==> config.mk <==
export PLATFORM = sky130hd
export DESIGN_NAME = fifo_uart_tx
export DESIGN_NICKNAME = d
export VERILOG_FILES = /design/src/rtl/fifo_uart_tx.sv
export SDC_FILE = /design/constraint.sdc
export NUM_CORES = 1
export LEC_CHECK = 0
export CORE_ASPECT_RATIO = 0.75
export CORE_UTILIZATION = 40
export CTS_CLUSTER_SIZE = 25
export DETAILED_ROUTE_END_ITERATION = 7
export HOLD_SLACK_MARGIN = 0.1
export PLACE_DENSITY_LB_ADDON = 0.1
export SLEW_MARGIN = 20
export SYNTH_ARGS = -nofsm -noshare
export SYNTH_HDL_FRONTEND = slang
export SYNTH_SLANG_ARGS = --single-unit
==> constraint.sdc <==
create_clock -name clk -period 2.1 [get_ports clk]
set_input_delay 0.42 -clock clk [delete_from_list [all_inputs] [get_ports clk]]
set_output_delay 0.42 -clock clk [all_outputs]
set_load 0.01 [all_outputs]
==> src/rtl/fifo_uart_tx.sv <==
// rtl/fifo_uart_tx.sv - drains a byte FIFO onto an 8N1 UART line, LSB first
`timescale 1ns/1ps
module fifo_uart_tx #(
   parameter int CLKS_PER_BIT = 16
) (
   input  logic       clk,
   input  logic       rst_n,
   input  logic       tx_enable,
   input  logic       fifo_empty,
   input  logic [7:0] fifo_data,
   output logic       fifo_rd_en,
   output logic       tx,
   output logic       busy,
   output logic [7:0] frames_sent
);

   localparam int BW = (CLKS_PER_BIT > 1) ? $clog2(CLKS_PER_BIT) : 1;
   localparam logic [BW-1:0] BAUD_LAST = BW'(CLKS_PER_BIT - 1);

   typedef enum logic [2:0] {IDLE, POP, LOAD, START, DATA, STOP} state_t;

   state_t        state, state_nx;
   logic [BW-1:0] baud_cnt, baud_nx;
   logic [2:0]    bit_idx, bit_nx;
   logic [7:0]    shift, shift_nx;
   logic [7:0]    frames_nx;
   logic          tx_nx;
   logic          bit_done;

   assign bit_done   = (baud_cnt == BAUD_LAST);
   assign fifo_rd_en = (state == POP);
   assign busy       = (state != IDLE);

   always_ff @(posedge clk) begin
      if (!rst_n) begin
         state       <= IDLE;
         baud_cnt    <= '0;
         bit_idx     <= '0;
         shift       <= '0;
         tx          <= 1'b1;
         frames_sent <= '0;
      end else begin
         state       <= state_nx;
         baud_cnt    <= baud_nx;
         bit_idx     <= bit_nx;
         shift       <= shift_nx;
         tx          <= tx_nx;
         frames_sent <= frames_nx;
      end
   end

   always_comb begin
      state_nx  = state;
      baud_nx   = baud_cnt + BW'(1);
      bit_nx    = bit_idx;
      shift_nx  = shift;
      frames_nx = frames_sent;
      case (state)
         IDLE: begin
            baud_nx = '0;
            if (tx_enable && !fifo_empty) state_nx = POP;
         end
         POP: begin
            baud_nx  = '0;
            state_nx = LOAD;
         end
         LOAD: begin
            // FIFO output is registered, so the popped byte is valid here
            baud_nx  = '0;
            shift_nx = fifo_data;
            state_nx = START;
         end
         START: begin
            if (bit_done) begin
               baud_nx  = '0;
               bit_nx   = '0;
               state_nx = DATA;
            end
         end
         DATA: begin
            if (bit_done) begin
               baud_nx  = '0;
               shift_nx = shift >> 1;
               bit_nx   = bit_idx + 3'd1;
               if (bit_idx == 3'd7) state_nx = STOP;
            end
         end
         STOP: begin
            if (bit_done) begin
               baud_nx   = '0;
               frames_nx = frames_sent + 8'd1;
               state_nx  = IDLE;
            end
         end
         default: begin
            baud_nx  = '0;
            state_nx = IDLE;
         end
      endcase

      // tx is a register driven from the next state, so the line never glitches
      case (state_nx)
         START:   tx_nx = 1'b0;
         DATA:    tx_nx = shift_nx[0];
         default: tx_nx = 1'b1;
      endcase
   end

endmodule
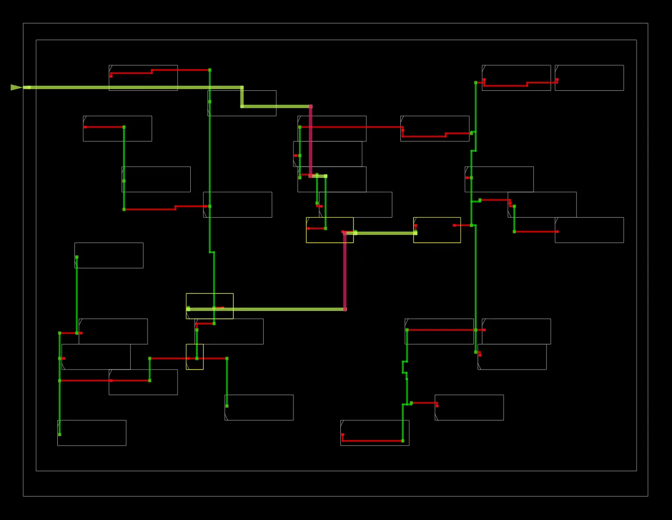
Fig. 1. Clock routing.
# clk buffers: 3
clock group total power: 294 uW

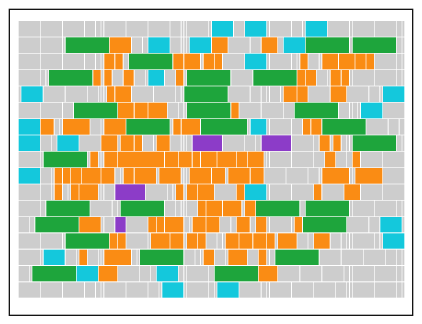
Fig. 2. Placement by cell class.
(6 px per um) Fill, decap, tap and diode cells in gray.
- other buffers and delay cells: cyan (cells 24)
- clock drivers and dummy loads: purple (cells 4)
- flops: green (cells 27)
- combinational and other logic: orange (cells 111)

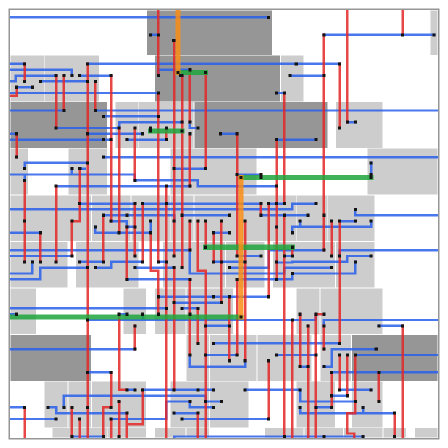
Fig. 3. Close-up of the layout.
Window x 21 to 46, y 13 to 38 um. Cells in gray, sequential cells in the stronger gray; small squares are vias.
- metal 3: green
- metal 2: red
- metal 1: blue
- metal 4: orange
- most frequent: nor2_1 (7), dfxtp_1 (5)
- cells with their middle in the window: 46
- sequential cells in the window: 6
- netlist names of flops here include: `state` (3), `frames_sent` (2)

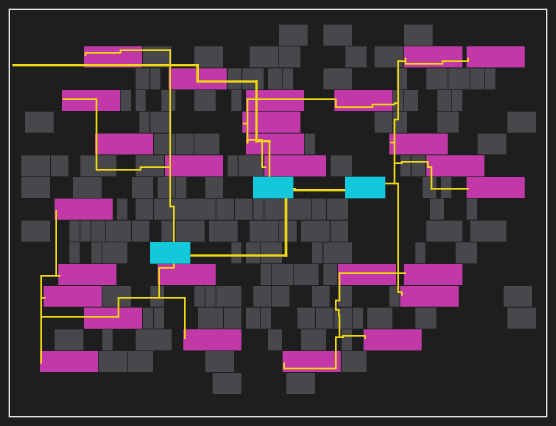
Fig. 4. Clock network drawn from the DEF.
(8 px per um)
- flip-flops: magenta (count 27)
- clock wires: yellow (length 320 um)
- clock drivers: cyan (count 3)
- flops lie: spread over the die

==> out/results.ini <==
[routing]
dr.first_iter.drc_count=49
drc_errors=0
ant_nets=0
avgRoutedWirePerCell_um=13.4
vias=1079

[die]
coreArea_um2=2980
fp.dieW_um=67
die_h_um=50.8
io-pin-count=23
fp_util=0.426
row_count=17

[logic_synthesis]
synth_area_per_cell_um2=8.80
async_flop_share=0
edf_count=0
ff_type=dfxtp_1
yosysSeqAreaShare=0.426
syn_area_um2=1270
netlist_instances=144
synthDistinctLibCells=35
yosysChipArea_um2=1270
floorplan.nets=160
ys.flops=27

[setup_path]
cp_num_buf_inv=1
reg2reg_from=state[2]$_SDFF_PN0_
crit_slowest_cell=clkdlybuf4s50_1
critPathKind=reg2out
max_stage_delay_ps=490
r2r-end=frames_sent[7]$_SDFFE_PN0P_
worst-path-max-fanout=13

[final_timing]
period_minus_slack_ps=2000
setup_ws_ps=99.8
period_used_share=0.952
skew_ps=2.99
slew_viol_final=0
final_hold_viol_count=0
worst_slew_margin_rel=0.629
tns_ps=0

[final_layout]
fin_util=0.527
fin_area_um2=1570
synthToLayoutAreaGrowth_pct=23.8
diodes=0
drive_gt1_frac=0.0542

[cts]
clkLatencyLatePin_ps=270
root_buffer=clkbuf_8
clock-sinks=27

[place]
placed_area_um2=1520
place_congestion=0.827
place_hpwl_um=2070
pre_cts_ws_ps=189
port_buffers=22

[global_route]
overflow=0
grt_pass1_wl_um=4780
antenna_found_initial=0
grt_usage=0.190
grt_start_max_net_pins=16
grt_pass1_vias=1013

[power]
max-vdd-ir-drop_v=0.000281
p_leak_uw=0.000581
power_density_nw_per_um2=606

[run]
drv_cap=0
warnings=26

[hold_path]
worstHoldPathType=reg2reg
whs_endpoint=baud_cnt[0]$_SDFF_PP0_
holdCritStartpoint=baud_cnt[0]$_SDFF_PP0_

[outcome]
status=finished, final reports clean

[registers in the layout, indices dropped and copies added (netlist names)]
name         cells
baud_cnt         4
bit_idx          3
frames_sent      8
shift            8
state            3
tx               1
[per-layer routing]
layer / global-route usage / part of all wire / up-vias
li1: - / - / 552
met5: 0 / 0 / -
met1: 0.291 / 0.54 / 505
met3: 0.0545 / 0.034 / 4
met2: 0.255 / 0.42 / 18
met4: 0.0426 / 0.0055 / 0
[metrics by stage]
step	instances	hold WS [ps]	total power [uW]
finish	204	452	950
global route	204	467	1000
CTS	204	457	956
detailed placement	200	440	666
global placement	200	432	665
floorplan	144	418	616
[synthesized netlist by cell type (4+ instances only)]
cell type,number,area (um2)
nor2_1,21,78.8
o21ai_0,5,25.0
nand3_1,4,20.0
nor2b_1,5,31.3
a21oi_1,9,45.0
mux2i_1,4,40.0
dfxtp_1,27,541
ha_1,4,50.1
inv_1,4,15.0
a22oi_1,8,60.1
xnor2_1,5,43.8
nand2_1,10,37.5
[worst reg2reg max path, delay by kind of cell, from the launching register on]
family	cells	cell delay, ps
and+or+nand+nor	3	1070
AOI/OAI and AO/OA	1	140
DFF	1	510
[placed cells by master, fill, tap and decap left out, types with 2 or more instances in the layout]
cell type / netlist / final
dfxtp_1: 27 / 26
clkdlybuf4s50_1: 0 / 22
nor2_1: 21 / 21
nand2_1: 10 / 10
a21oi_1: 9 / 9
a22oi_1: 8 / 8
xnor2_1: 5 / 5
nor2b_1: 5 / 5
o21ai_0: 5 / 5
inv_1: 4 / 4
nand3_1: 4 / 4
mux2i_1: 4 / 4
ha_1: 4 / 4
nor3b_1: 3 / 3
or3_1: 3 / 3
nor4_1: 3 / 3
and2_1: 3 / 3
xor2_1: 3 / 3
clkbuf_8: 0 / 3
nand2b_1: 2 / 2
nand4_1: 2 / 2
buf_4: 1 / 2
[cells by family after synthesis]
logic type               share of synthesized area
AND/OR/NAND/NOR                              0.277
AND-OR/OR-AND                                0.135
flip-flops                                   0.426
buffers and inverters                       0.0345
XOR/XNOR                                    0.0553
multiplexers                                0.0316
adder cells (fa/ha/maj)                     0.0395
[final cells by class]
class	instances	area, um2
inverter	4	15.0
sequential	27	542
timing repair buffer	24	235
clock buffer	3	41.3
clock inverter	1	5.00
tap	38	47.5
multi-input combinational	107	683
fill	274	1410
[timing repair]
action	in CTS	in global routing
gates resized	1	0
hold buffers	0	0
setup endpoints to repair	1	0
[power breakdown]
part / switching [uW] / total [uW] / internal (uW)
logic: 47.7 / 108 / 60.2
registers: 19.3 / 548 / 529
clock network: 161 / 294 / 133
total: 228 / 950 / 722
[worst max-delay path by stage]
| stage | start | end | slack [ps] | cells past startpoint |
|---|---|---|---|---|
| after floorplan | baud_cnt[0]$_SDFF_PP0_ | frames_sent[7]$_SDFFE_PN0P_ | 480 | 5 |
| final | state[1]$_SDFF_PN0_ | busy | 100 | 2 |
| after detailed placement | rst_n | tx$_SDFF_PN1_ | 190 | 4 |
| after global routing | state[0]$_SDFF_PN0_ | fifo_rd_en | 30 | 2 |
| after CTS | state[1]$_SDFF_PN0_ | busy | 100 | 2 |
| after global placement | state[0]$_SDFF_PN0_ | fifo_rd_en | 310 | 2 |
No activity file was given, so power comes from the tool's default toggle rates.
